<file path="config.mk">
export PLATFORM = sky130hd
export DESIGN_NAME = timer_ctl_multi
export DESIGN_NICKNAME = d
export VERILOG_FILES = /design/src/rtl/timer_ctl_pkg.sv /design/src/rtl/rpt_gen.sv /design/src/rtl/timer_ctl_multi.sv
export SDC_FILE = /design/constraint.sdc
export NUM_CORES = 1
export LEC_CHECK = 0
export CAP_MARGIN = 30
export CORE_AREA = 2 2 39 41
export CTS_CLUSTER_DIAMETER = 120
export DETAILED_ROUTE_END_ITERATION = 12
export DIE_AREA = 0 0 41 43
export REMOVE_ABC_BUFFERS = 1
export SETUP_SLACK_MARGIN = 0.05
export SYNTH_ARGS = -nofsm -noshare
export SYNTH_HDL_FRONTEND = slang
export SYNTH_HIERARCHICAL = 1
export SYNTH_SLANG_ARGS = --single-unit
</file>
<file path="constraint.sdc">
create_clock -name clk_i -period 1.3 [get_ports clk_i]
set_input_delay 0.39 -clock clk_i [delete_from_list [all_inputs] [get_ports clk_i]]
set_output_delay 0.39 -clock clk_i [all_outputs]
set_load 0.1 [all_outputs]
</file>
<file path="src/rtl/timer_ctl_pkg.sv">
// Shared types and defaults for the multi-field timer control FSM.
package timer_ctl_pkg;

  localparam int unsigned STATE_W        = 3;
  localparam int unsigned RPT_DELAY_DEF  = 50;
  localparam int unsigned RPT_PERIOD_DEF = 10;

  typedef enum logic [STATE_W-1:0] {
    S_INIT  = 3'd0,
    S_SETUP = 3'd1,
    S_RUN   = 3'd2,
    S_PAUSE = 3'd3
  } state_e;

endpackage

</file>
<file path="src/rtl/rpt_gen.sv">
// Auto-repeat pulse generator: one pulse when level is first seen, then after RPT_DELAY
// cycles of continuous hold, then every RPT_PERIOD cycles.
module rpt_gen
  import timer_ctl_pkg::*;
#(
  parameter int unsigned RPT_DELAY  = RPT_DELAY_DEF,
  parameter int unsigned RPT_PERIOD = RPT_PERIOD_DEF,
  parameter int unsigned RPT_W      = 16
) (
  input  logic clk_i,
  input  logic rst_ni,
  input  logic enable_i,
  input  logic level_i,
  output logic pulse_o
);

  logic [RPT_W-1:0] cnt_d, cnt_q;
  logic             rep_d, rep_q;
  logic             pulse_d, pulse_q;

  // rep_q selects which interval cnt_q is timing: initial delay or repeat period.
  always_comb begin
    cnt_d   = cnt_q;
    rep_d   = rep_q;
    pulse_d = 1'b0;
    if (!(enable_i && level_i)) begin
      cnt_d = '0;
      rep_d = 1'b0;
    end else if (!rep_q && cnt_q == '0) begin
      pulse_d = 1'b1;
      cnt_d   = RPT_W'(1);
    end else if ((!rep_q && cnt_q == RPT_W'(RPT_DELAY)) ||
                 (rep_q && cnt_q == RPT_W'(RPT_PERIOD))) begin
      pulse_d = 1'b1;
      cnt_d   = RPT_W'(1);
      rep_d   = 1'b1;
    end else begin
      cnt_d = cnt_q + RPT_W'(1);
    end
  end

  always_ff @(posedge clk_i or negedge rst_ni) begin
    if (!rst_ni) begin
      cnt_q   <= '0;
      rep_q   <= 1'b0;
      pulse_q <= 1'b0;
    end else begin
      cnt_q   <= cnt_d;
      rep_q   <= rep_d;
      pulse_q <= pulse_d;
    end
  end

  assign pulse_o = pulse_q;

endmodule

</file>
<file path="src/rtl/timer_ctl_multi.sv">
// Multi-field timer control FSM (init/setup/run/pause) with button edge detection.
// Define CTL_AUTOREPEAT_EN for registered auto-repeat inc/dec pulses; else inc/dec are levels.
module timer_ctl_multi
  import timer_ctl_pkg::*;
#(
  parameter int unsigned NUM_FIELDS = 2,
  parameter int unsigned RPT_DELAY  = RPT_DELAY_DEF,
  parameter int unsigned RPT_PERIOD = RPT_PERIOD_DEF,
  parameter int unsigned RPT_W      = 16,
  localparam int unsigned FSEL_W    = $clog2(NUM_FIELDS)
) (
  input  logic               clk_i,
  input  logic               rst_ni,
  input  logic               trig_i,
  input  logic               set_i,
  input  logic               up_i,
  input  logic               down_i,
  input  logic               complete_i,
  output logic               init_regs_o,
  output logic               count_enabled_o,
  output logic               inc_o,
  output logic               dec_o,
  output logic [FSEL_W-1:0]  field_sel_o,
  output logic               done_o,
  output logic [STATE_W-1:0] state_o
);

  localparam logic [FSEL_W-1:0] FselTop = FSEL_W'(NUM_FIELDS - 1);

  state_e            state_d, state_q;
  logic [FSEL_W-1:0] fsel_d, fsel_q;
  logic              trig_q, set_q;
  logic              done_d, done_q;
  logic              trig_ev, set_ev, in_setup;

  assign trig_ev  = trig_i & ~trig_q;
  assign set_ev   = set_i & ~set_q;
  assign in_setup = (state_q == S_SETUP);

  // Priority inside each state: complete > trig_ev > set_ev.
  always_comb begin
    state_d = state_q;
    fsel_d  = fsel_q;
    done_d  = 1'b0;
    case (state_q)
      S_INIT: begin
        if (trig_ev) begin
          state_d = S_RUN;
        end else if (set_ev) begin
          state_d = S_SETUP;
          fsel_d  = FselTop;
        end
      end
      S_SETUP: begin
        if (trig_ev) begin
          state_d = S_RUN;
        end else if (set_ev) begin
          fsel_d = (fsel_q == '0) ? FselTop : fsel_q - FSEL_W'(1);
        end
      end
      S_RUN: begin
        if (complete_i) begin
          state_d = S_INIT;
          done_d  = 1'b1;
        end else if (trig_ev) begin
          state_d = S_PAUSE;
        end
      end
      S_PAUSE: begin
        if (complete_i) begin
          state_d = S_INIT;
        end else if (trig_ev) begin
          state_d = S_RUN;
        end else if (set_ev) begin
          state_d = S_SETUP;
          fsel_d  = FselTop;
        end
      end
      default: state_d = S_INIT;
    endcase
  end

  always_ff @(posedge clk_i or negedge rst_ni) begin
    if (!rst_ni) begin
      state_q <= S_INIT;
      fsel_q  <= FselTop;
      trig_q  <= 1'b0;
      set_q   <= 1'b0;
      done_q  <= 1'b0;
    end else begin
      state_q <= state_d;
      fsel_q  <= fsel_d;
      trig_q  <= trig_i;
      set_q   <= set_i;
      done_q  <= done_d;
    end
  end

  assign init_regs_o     = (state_q == S_INIT);
  assign count_enabled_o = (state_q == S_RUN);
  assign field_sel_o     = fsel_q;
  assign done_o          = done_q;
  assign state_o         = state_q;

`ifdef CTL_AUTOREPEAT_EN
  logic inc_pulse, dec_pulse;

  rpt_gen #(
    .RPT_DELAY  (RPT_DELAY),
    .RPT_PERIOD (RPT_PERIOD),
    .RPT_W      (RPT_W)
  ) u_rpt_inc (
    .clk_i    (clk_i),
    .rst_ni   (rst_ni),
    .enable_i (in_setup),
    .level_i  (up_i & ~down_i),
    .pulse_o  (inc_pulse)
  );

  rpt_gen #(
    .RPT_DELAY  (RPT_DELAY),
    .RPT_PERIOD (RPT_PERIOD),
    .RPT_W      (RPT_W)
  ) u_rpt_dec (
    .clk_i    (clk_i),
    .rst_ni   (rst_ni),
    .enable_i (in_setup),
    .level_i  (down_i & ~up_i),
    .pulse_o  (dec_pulse)
  );

  // A pulse registered on the edge that leaves S_SETUP must not leak out.
  assign inc_o = inc_pulse & in_setup;
  assign dec_o = dec_pulse & in_setup;
`else
  logic unused_rpt_cfg;
  assign unused_rpt_cfg = ^{RPT_DELAY, RPT_PERIOD, RPT_W};

  assign inc_o = up_i & ~down_i & in_setup;
  assign dec_o = down_i & ~up_i & in_setup;
`endif

endmodule

</file>
**Drive-strength map**

(8 px per um)
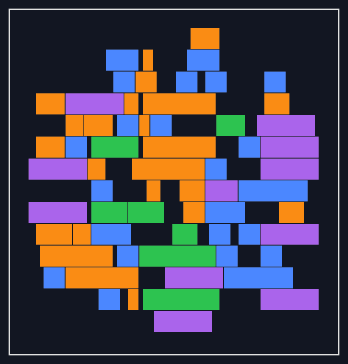
- x3 and x4: blue (cells 23; share 36%; most used buf_4)
- x6 and larger: purple (cells 11; share 17%; most used buf_12)
- x2: green (cells 7; share 11%)
- x1 and smaller: orange (cells 23; share 36%; most used dfrtp_1)
post-layout worst setup margin: -0.422 ns
Syn-to-layout area delta: 154%
final design instance area without fill: 828 sq um
Non-CTS buffers: 31

**PDN straps and rails**

(8 px per um) Pins as bars on the die edge. Tap cells in grey.
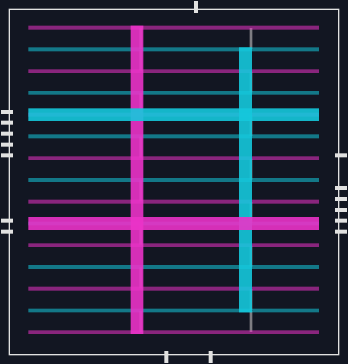
- VSS: magenta
- VDD: cyan
- signal pins: 16
- tap cells: 16
- met4 straps: 2
- met5 straps: 2
core outline area: 0.00138 sq mm
Chip Width: 41 um
Peak supply drop: 0.964 mV

==> datasheet_impl.txt <==
Summary of implementation characteristics

Parameter                              Value

Clock network
  Number of buffers between clock root and the deepest sink    2
  Count of hold buffers inserted by post-cts repair    0
  Number of sinks handled by clock tree synthesis    7
  Clock tree from TritonCTS    built
  Post-CTS setup repair buffer count    5
  Gates resized, CTS repair    17
  Count of H-tree levels built during CTS    1
  Source-to-sink clock delay at the later pin of the worst-skew pair    0.25 ns
  Clock buffers created by TritonCTS    3

Placed design
  Total of buffers placed on input and output ports    15
  Pre-CTS worst setup slack    -0.571 ns
  Placed inst area    689 sq um

Run
  Count of tool warnings    27
  Max capacitance violation total    0

Synth
  Post-synth top area share    46.0%
  Cell taking the most area after synthesis    sky130_fd_sc_hd__dfrtp_1
  Share of synthesized area occupied by flip-flops and latches    54.0%
  Largest cells by area    sky130_fd_sc_hd__dfrtp_1 (46%), sky130_fd_sc_hd__dfstp_2 (8.0%), sky130_fd_sc_hd__nor4b_1 (5.4%)
  Mean area per synthesized cell    11.3 sq um
  Cell count after synthesis    29
  Ys flops    7
  Count of flip-flops with a built-in enable after synthesis    0
  Async set or reset register ratio after synthesis    100%

Global routing
  Largest net degree at the start of global routing    9
  Most congested layer reported by global routing    met2
  Number of global-route vias before repair    375
  Number of antenna violations at the first check in global routing    0
  GRT overflow    0
  Met2 Track Usage GR    20.0%
  Global-route wire length before repair    1.50 mm

Power
  Proportion of power drawn by combinational gates    52.3%
  Share of total power consumed by net switching    40.2%
  Part of the total power dissipated in the clock network    19.1%
  Total leakage power    0.372 nW
  Power consumed by combinational cells    0.516 mW
  Group drawing the most power    combinational logic

Setup path
  Capturing element type of the critical path    output port
  Cells along the critical path    buf_12, nor3b_2, buf_4, buf_12
  Crit path depth    4
  Critical path class    reg -> out
  CP bufs+invs    3
  Origin of the worst setup path    state_o[2]
  Endpoint required time on the critical path    0.91 ns

Final layout
  Tally of non-filler cells in the final layout    80
  Layout filler cell count    119
  Multi-input gate count    21
  Most area-hungry cell class in the final design    buffers
  Sequential fraction of total cell area    21.5%

Routing
  Met2 routed WL    483 um
  Top sig layer    met4
  Metal1 wirelength    373 um
  Detailed-route via count    366
  ANT nets after route    0

Final timing
  Final-report setup violation count    9
  Unrepaired setup endpoints after global routing    yes
  Number of max-slew violations in the final report    0
  Post-layout worst setup margin    -0.422 ns
  Number of failing hold endpoints at the final stage    0

Status
  Outcome    complete, but fails checks
  Failing checks    negative setup slack

Floorplan
  Tapcell count    16
cell families after synthesis:
kind of cell	after synthesis	synth area share [%]
DFF	7	54.0
other	1	1.15
AOI/OAI and AO/OA	7	14.6
buffers and inverters	1	1.15
and+or+nand+nor	12	26.1
muxes	1	3.07
worst register-to-register path, cell delays in order, from the launching register on:
cell and delay [ns]:
sky130_fd_sc_hd__dfrtp_2 0.46, sky130_fd_sc_hd__buf_12 0.15, sky130_fd_sc_hd__buf_4 0.13, sky130_fd_sc_hd__or3b_4 0.39, sky130_fd_sc_hd__a211o_1 0.28, sky130_fd_sc_hd__o21ai_2 0.11
Power figures rest on the tool's default switching activity, not on a simulated workload.
